**Sequential cells coloured by netlist name**

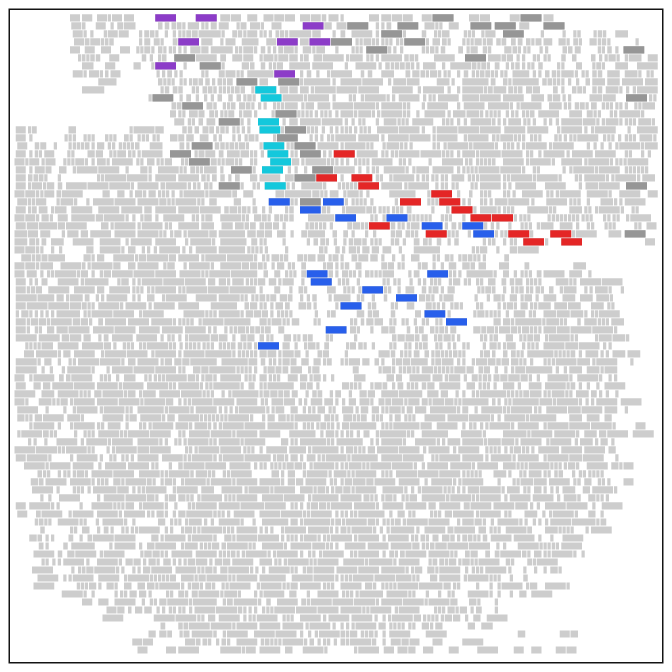
**Ports around the boundary**

Pins as bars across the die edge, other pins in grey.
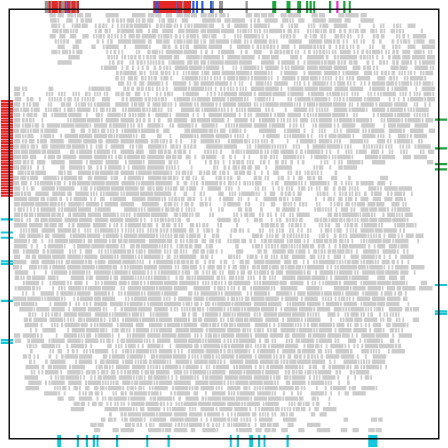
**Metal 4**

Cells faint in the background.
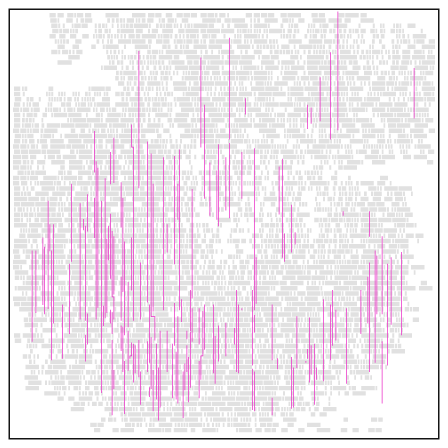
## src/rtl/dac_out_mux_pkg.sv

```systemverilog
`default_nettype none
// ============================================================================
// Module   : dac_out_pkg
// Brief    : Shared types, mode codes and mode sanitiser for dac_out_mux.
// Revision : 1.0
// ============================================================================
package dac_out_pkg;

    typedef enum logic [1:0] {
        MUTE     = 2'd0,
        FADE_IN  = 2'd1,
        RUN      = 2'd2,
        FADE_OUT = 2'd3
    } state_t;

    localparam logic [7:0] MODE_MUTE       = 8'd0;
    localparam int         MODE_BYPASS_BIT = 8;

    // Codes above the number of sources fold onto mute.
    function automatic logic [7:0] sanitise_mode(input logic [7:0] code, input int nsrc);
        return (int'(code) > nsrc) ? MODE_MUTE : code;
    endfunction

endpackage
`default_nettype wire

```

## src/rtl/dac_out_mux_if.sv

```systemverilog
`default_nettype none
// ============================================================================
// Module   : dac_out_mux_if
// Brief    : Control, source and DAC-side signal bundle for dac_out_mux.
// Revision : 1.0
// ============================================================================
interface dac_out_mux_if #(
    parameter int DW   = 16,
    parameter int GW   = 32,
    parameter int NSRC = 4
);
    logic        [8:0]       i_mode;
    logic signed [GW-1:0]    i_gain;
    logic        [NSRC*DW-1:0] i_src;
    logic                    i_sat_clr;
    logic signed [DW-1:0]    o_dac_data;
    logic                    o_sat;
    logic                    o_busy;
    logic        [7:0]       o_active;

    modport master (
        output i_mode, i_gain, i_src, i_sat_clr,
        input  o_dac_data, o_sat, o_busy, o_active
    );

    modport slave (
        input  i_mode, i_gain, i_src, i_sat_clr,
        output o_dac_data, o_sat, o_busy, o_active
    );
endinterface
`default_nettype wire

```

## src/rtl/dac_out_mux_sat_shift.sv

```systemverilog
`default_nettype none
// ============================================================================
// Module   : sat_shift
// Brief    : Arithmetic (floor) right shift followed by signed clamp to OW bits.
// Revision : 1.0
// ============================================================================
module sat_shift #(
    parameter int IW = 48,
    parameter int OW = 16,
    parameter int SH = 30
) (
    input  logic signed [IW-1:0] i_d,
    output logic signed [OW-1:0] o_q,
    output logic                 o_sat
);
    localparam logic signed [IW-1:0] c_MAX = {{(IW-OW+1){1'b0}}, {(OW-1){1'b1}}};
    localparam logic signed [IW-1:0] c_MIN = {{(IW-OW+1){1'b1}}, {(OW-1){1'b0}}};

    logic signed [IW-1:0] w_sh;

    always_comb begin
        w_sh  = i_d >>> SH;
        o_sat = 1'b0;
        o_q   = w_sh[OW-1:0];
        if (w_sh > c_MAX) begin
            o_q   = c_MAX[OW-1:0];
            o_sat = 1'b1;
        end else if (w_sh < c_MIN) begin
            o_q   = c_MIN[OW-1:0];
            o_sat = 1'b1;
        end
    end
endmodule
`default_nettype wire

```

## src/rtl/dac_out_mux.sv

```systemverilog
`default_nettype none
// ============================================================================
// Module   : dac_out_mux
// Brief    : DAC source select, saturating gain and linear fade on mode change.
// Revision : 1.0
// ============================================================================
module dac_out_mux
    import dac_out_pkg::*;
#(
    parameter int DW   = 16,
    parameter int GW   = 32,
    parameter int FRAC = 30,
    parameter int NSRC = 4,
    parameter int RS   = 8
) (
    input  logic          clk,
    input  logic          rst,
    dac_out_mux_if.slave  bus
);
    localparam int         c_PW       = DW + GW;
    localparam int         c_EW       = DW + RS + 2;
    localparam logic [RS:0] c_ENV_FULL = {1'b1, {RS{1'b0}}};

    state_t      r_state, w_state_nx;
    logic [RS:0] r_env, w_env_nx;
    logic [7:0]  r_active, w_active_nx;
    logic        r_busy, w_busy_nx;
    logic [7:0]  w_tgt;

    assign w_tgt = sanitise_mode(bus.i_mode[7:0], NSRC);

    always_ff @(posedge clk) begin
        if (rst) begin
            r_state  <= MUTE;
            r_env    <= '0;
            r_active <= MODE_MUTE;
            r_busy   <= 1'b0;
        end else begin
            r_state  <= w_state_nx;
            r_env    <= w_env_nx;
            r_active <= w_active_nx;
            r_busy   <= w_busy_nx;
        end
    end

    always_comb begin
        w_state_nx  = r_state;
        w_env_nx    = r_env;
        w_active_nx = r_active;
        case (r_state)
            MUTE: begin
                w_env_nx = '0;
                if (w_tgt != MODE_MUTE) begin
                    w_active_nx = w_tgt;
                    w_state_nx  = FADE_IN;
                end
            end
            FADE_IN: begin
                if (w_tgt != r_active) begin
                    w_state_nx = FADE_OUT;
                end else begin
                    w_env_nx = r_env + 1'b1;
                    if (w_env_nx == c_ENV_FULL) w_state_nx = RUN;
                end
            end
            RUN: begin
                w_env_nx = c_ENV_FULL;
                if (w_tgt != r_active) w_state_nx = FADE_OUT;
            end
            FADE_OUT: begin
                // Target is only committed once the envelope has fully closed.
                if (r_env == '0) begin
                    w_active_nx = w_tgt;
                    w_state_nx  = (w_tgt != MODE_MUTE) ? FADE_IN : MUTE;
                end else begin
                    w_env_nx = r_env - 1'b1;
                end
            end
            default: w_state_nx = MUTE;
        endcase
        w_busy_nx = (w_state_nx == FADE_IN) || (w_state_nx == FADE_OUT);
    end

    // S1: source select (zero when muted) and gain multiply / bypass alignment.
    logic signed [DW-1:0]   w_src;
    logic signed [c_PW-1:0] w_src_ext, w_gain_ext, w_mul, w_byp;
    logic signed [c_PW-1:0] r_p;
    logic        [RS:0]     r_env1;

    always_comb begin
        w_src = '0;
        for (int k = 0; k < NSRC; k++) begin
            if (r_active == 8'(k + 1)) w_src = bus.i_src[k*DW +: DW];
        end
    end

    assign w_src_ext  = {{GW{w_src[DW-1]}}, w_src};
    assign w_gain_ext = {{DW{bus.i_gain[GW-1]}}, bus.i_gain};
    assign w_mul      = w_src_ext * w_gain_ext;
    assign w_byp      = {{(GW-FRAC){w_src[DW-1]}}, w_src, {FRAC{1'b0}}};

    always_ff @(posedge clk) begin
        if (rst) begin
            r_p    <= '0;
            r_env1 <= '0;
        end else begin
            r_p    <= bus.i_mode[MODE_BYPASS_BIT] ? w_byp : w_mul;
            r_env1 <= r_env;
        end
    end

    // S2: rescale and clamp; sticky flag where a new clamp beats a clear.
    logic signed [DW-1:0] w_q, r_q;
    logic                 w_clamp, r_sat;
    logic        [RS:0]   r_env2;

    sat_shift #(.IW(c_PW), .OW(DW), .SH(FRAC)) u_sat_shift (
        .i_d   (r_p),
        .o_q   (w_q),
        .o_sat (w_clamp)
    );

    always_ff @(posedge clk) begin
        if (rst) begin
            r_q    <= '0;
            r_env2 <= '0;
            r_sat  <= 1'b0;
        end else begin
            r_q    <= w_q;
            r_env2 <= r_env1;
            if (w_clamp)            r_sat <= 1'b1;
            else if (bus.i_sat_clr) r_sat <= 1'b0;
        end
    end

    // S3: envelope scaling; the bit slice at RS is a floor division by 2^RS.
    logic signed [c_EW-1:0] w_q_ext, w_env_ext, w_prod;
    logic signed [DW-1:0]   r_dac;
    logic                   w_unused_prod;

    assign w_q_ext       = {{(RS+2){r_q[DW-1]}}, r_q};
    assign w_env_ext     = {{(DW+1){1'b0}}, r_env2};
    assign w_prod        = w_q_ext * w_env_ext;
    assign w_unused_prod = ^w_prod[c_EW-1:DW+RS];

    always_ff @(posedge clk) begin
        if (rst) r_dac <= '0;
        else     r_dac <= w_prod[RS +: DW];
    end

    assign bus.o_dac_data = r_dac;
    assign bus.o_sat      = r_sat;
    assign bus.o_busy     = r_busy;
    assign bus.o_active   = r_active;
endmodule
`default_nettype wire

```

## src/flat_wrapper.sv

```systemverilog
// flat-port wrapper written by rule: the top's interface ports become plain ports
module dac_out_mux_flat import dac_out_pkg::*;
#(
    parameter int DW   = 16,
    parameter int GW   = 32,
    parameter int FRAC = 30,
    parameter int NSRC = 4,
    parameter int RS   = 8
)
  (clk, rst, bus_i_mode, bus_i_gain, bus_i_src, bus_i_sat_clr, bus_o_dac_data, bus_o_sat, bus_o_busy, bus_o_active);
  dac_out_mux_if #(.DW(DW), .GW(GW), .NSRC(NSRC)) bus_i ();
  input  logic clk;
  input  logic rst;
  input wire logic [$bits(bus_i.i_mode)-1:0] bus_i_mode;
  input wire logic [$bits(bus_i.i_gain)-1:0] bus_i_gain;
  input wire logic [$bits(bus_i.i_src)-1:0] bus_i_src;
  input wire logic [$bits(bus_i.i_sat_clr)-1:0] bus_i_sat_clr;
  output wire logic [$bits(bus_i.o_dac_data)-1:0] bus_o_dac_data;
  output wire logic [$bits(bus_i.o_sat)-1:0] bus_o_sat;
  output wire logic [$bits(bus_i.o_busy)-1:0] bus_o_busy;
  output wire logic [$bits(bus_i.o_active)-1:0] bus_o_active;
  assign bus_i.i_mode = bus_i_mode;
  assign bus_i.i_gain = bus_i_gain;
  assign bus_i.i_src = bus_i_src;
  assign bus_i.i_sat_clr = bus_i_sat_clr;
  assign bus_o_dac_data = bus_i.o_dac_data;
  assign bus_o_sat = bus_i.o_sat;
  assign bus_o_busy = bus_i.o_busy;
  assign bus_o_active = bus_i.o_active;
  dac_out_mux #(.DW(DW), .GW(GW), .FRAC(FRAC), .NSRC(NSRC), .RS(RS)) u_core (.clk(clk), .rst(rst), .bus(bus_i));
endmodule
```

## config.mk

```make
export PLATFORM = sky130hd
export DESIGN_NAME = dac_out_mux_flat
export DESIGN_NICKNAME = d
export VERILOG_FILES = /design/src/rtl/dac_out_mux_pkg.sv /design/src/rtl/dac_out_mux_if.sv /design/src/rtl/dac_out_mux_sat_shift.sv /design/src/rtl/dac_out_mux.sv /design/src/flat_wrapper.sv
export SDC_FILE = /design/constraint.sdc
export NUM_CORES = 2
export LEC_CHECK = 0
export ABC_AREA = 1
export CAP_MARGIN = 20
export CORE_UTILIZATION = 58
export CTS_CLUSTER_DIAMETER = 120
export DETAILED_ROUTE_END_ITERATION = 8
export PLACE_DENSITY = 0.8
export SYNTH_ARGS = -nofsm -noshare
export SYNTH_HDL_FRONTEND = slang
export SYNTH_HIERARCHICAL = 1
export SYNTH_SLANG_ARGS = --single-unit
```

## constraint.sdc

```tcl
create_clock -name clk -period 7.1 [get_ports clk]
set_input_delay 1.775 -clock clk [delete_from_list [all_inputs] [get_ports clk]]
set_output_delay 1.775 -clock clk [all_outputs]
set_load 0.05 [all_outputs]
```

==> flow_summary.yaml <==
# generated from flow reports
run_status:
  status: "finished, violations left"
  violations: "setup timing"
layout:
  drive_gt1_share_pct: 14.8
  area.growth.synth_to_final_pct: 20.7
  fin_cells: 4731
  nNetsFinal: 4985
  n_antenna_cell: 0
floorplan:
  boundaryPins: 134
  core_area_um2: 47600
  die-area_um2: 49100
  fp.dieH_um: 222
  fp-utilization_pct: 58.7
  die_w_um: 222
  row_count: 80
placed_design:
  dp.cells: 4697
  io_buffer_count: 133
  place_congestion: 1.02
  dp_hpwl_um: 69400
drt:
  firstDrtPassIters: 6
  vias: 25523
  routed_wl_um: 86200
  drt-wirelength-per-cell_um: 18.2
  route.detailed.drc: 0
  ant_nets: 0
  drt_iter0_drc: 2577
  via_per_inst: 5.39
critical_path:
  crit-reg2reg-launch: "u_core/bus.o_active[5]$_SDFFE_PP0P_"
  endpoint_kind: "register"
  cpMostUsedCell: "nand2_1"
  reg2reg_depth: 37
  reg2reg_slack_ns: 0.26
  path_class: "in -> reg"
  worstReg2RegEnd: "u_core/r_p[47]$_SDFF_PP0_"
  cp-start-kind: "input pin"
  slowest_delay_ns: 0.55
  crit_path_max_fanout: 5
  crit_slowest_cell: "fa_1"
  crit_arrival_ns: 7.66
  critical_path_required_ns: 7.32
hold_path:
  hold-path-endpoint: "u_core/r_env2[7]$_SDFF_PP0_"
  holdCritStartpoint: "u_core/r_env1[7]$_SDFF_PP0_"
  hp-class: "reg -> reg"
  whs_path_depth: 2
job:
  warnings: 33
  drv_cap: 0
global_routing:
  grt_pass1_wl_um: 134000
  grt_max_degree: 55
  grt_util_all_layers_pct: 34.9
  grt_antenna_before_repair: 3
  grt_overflow_total: 0
  grt_pass1_vias: 26158
clocking:
  clk_pin_slew_ns: 0.08
  clk_latency_ns: 0.36
  cts_buffers: 9
  h-tree-depth: 3
  tritoncts: "built"
  cts_sinks: 88
  clockBufferDepth: 2
  cts_root_buffer: "clkbuf_16"
final_timing:
  tightest_slew_ns: 0.798
  finalMaxSlewViolations: 0
  final-hold-violation-count: 0
  period_used_pct: 105
  fin_ws_ns: -0.342
  rsz0062_at_grt: "true"
  fin_worst_skew_ns: 0.0155
  setup_viol: 18
  relSlewSlack_pct: 46.8
  fmax_mhz: 134
  min_period_ns: 7.44
logic_synthesis:
  syn_nets: 4649
  synthCells: 3775
  avgSynthCellArea_um2: 7.41
  yosys_warnings: 6
  synth_area_um2: 28000
pwr:
  power_uw: 2200
  p_leak_uw: 0.0184
  ir_worst_vdd_v: 0.000109
  p_per_area_nw_per_um2: 65.0
## Picture notes: 'sequential cells coloured by netlist name'
Key: u_core/bus.o_active = purple [flops 8]; u_core/r_p = blue [flops 18, where middle]; u_core/r_q = red [flops 16]; u_core/r_env1 = cyan [flops 9, where top middle]

## Picture notes: 'ports around the boundary'
Key: clk = magenta [pins 1, direction input, edge top]; bus_o_dac_data = green [pins 16, direction output, edge 12 top, 4 right]; bus_i_src = red [pins 64, direction input, edge 37 left, 27 top]; bus_o_active = blue [pins 8, direction output, edge top]; bus_i_gain = cyan [pins 32, direction input, edge 21 bottom, 8 left, 3 right]
All pins by edge: 61 top, 45 left, 21 bottom, 7 right.

## Picture notes: 'metal 4'
The layer holds 5.5% of the routed length. 118 nets have wire on it. The wires run mostly vertical.

-- report_power, final --
group          switching [uW]  internal, uW
sequential               41.5           514
clock                     254           252
combinational             635           501
total                     930          1270
-- worst max-delay path by stage --
stage	startpoint	endpoint	slack, ns	depth (start not counted)
global route	bus_i_src[49]	u_core/r_p[47]$_SDFF_PP0_	-0.57	34
global placement	bus_i_src[7]	u_core/r_p[39]$_SDFF_PP0_	-0.85	30
detailed placement	bus_i_src[7]	u_core/r_p[39]$_SDFF_PP0_	-0.94	30
CTS	bus_i_src[2]	u_core/r_p[36]$_SDFF_PP0_	-0.24	30
finish	bus_i_src[49]	u_core/r_p[47]$_SDFF_PP0_	-0.34	33
floorplan	bus_i_src[1]	u_core/r_p[46]$_SDFF_PP0_	0.04	23
-- flip-flops by register name, summed over array words and instances, names as in the netlist --
| register | cells |
|---|---|
| u_core/r_state | 1 |
| u_core/r_env1 | 9 |
| u_core/r_p | 18 |
| u_core/bus.o_busy | 1 |
| u_core/bus.o_sat | 1 |
| u_core/r_env | 9 |
| u_core/bus.o_active | 8 |
| u_core/r_env2 | 9 |
| u_core/r_q | 16 |
| u_core/bus.o_dac_data | 16 |
-- layout make-up --
class                      count  area, um2
timing repair buffer         460       4260
clock inverter                 7       91.3
sequential                    88       1760
fill                        3591      13900
inverter                    1038       3920
clock buffer                   9        225
multi-input combinational   2514      22700
tap                          615        769
-- repair_timing --
item,4_1_cts,5_1_grt
cloned,0,8
hold buffers,0,0
pin swaps,8,56
setup endpoints to repair,18,18
gates resized,106,181
buffers inserted,5,5
-- per-stage QoR --
stage          cell area (um2)  hold WS (ns)  utilization, %  worst slack, ns  TNS (ns)
4_1_cts                  32900         0.396            69.0           -0.236     -2.96
3_5_place_dp             32000         0.392            67.2           -0.935    -13.88
6_report                 33800         0.398            70.9           -0.342     -4.08
3_3_place_gp             32000         0.389            67.2           -0.854    -13.29
2_1_floorplan            28000         0.388               -           0.0447         0
5_1_grt                  33800         0.415            70.9           -0.571     -8.35
-- critical path, delay by kind of cell --
| kind | cells | cell delay, ns |
|---|---|---|
| AOI/OAI and AO/OA | 2 | 0.21 |
| adders and majority gates | 7 | 3.32 |
| buffers and inverters | 11 | 1.35 |
| and+or+nand+nor | 13 | 0.99 |
-- cells in the final DEF, fill, tap and decap left out, drive strengths merged, types with 3 or more instances in the layout --
cell              n
dfxtp            88
o21ai            58
a21o              4
nand3           179
a21oi            94
o21bai           13
o22ai             4
nor4              4
o211ai            4
clkinv           13
nor3             15
nand2           864
inv            1032
fa              600
or2               3
clkdlybuf4s50   130
buf             321
xor2              8
xnor2            12
clkbuf           16
nor2            444
a21boi            4
nand4            28
ha              166
-- per-layer routing --
layer	up-vias	share of wire [%]	GRT usage (%)
met2	1416	47	57.5
met1	12258	38	45.2
li1	11517	-	-
met4	6	5.5	15.7
met5	-	0.044	0
met3	326	10	5.94
No activity file was given, so power comes from the tool's default toggle rates.
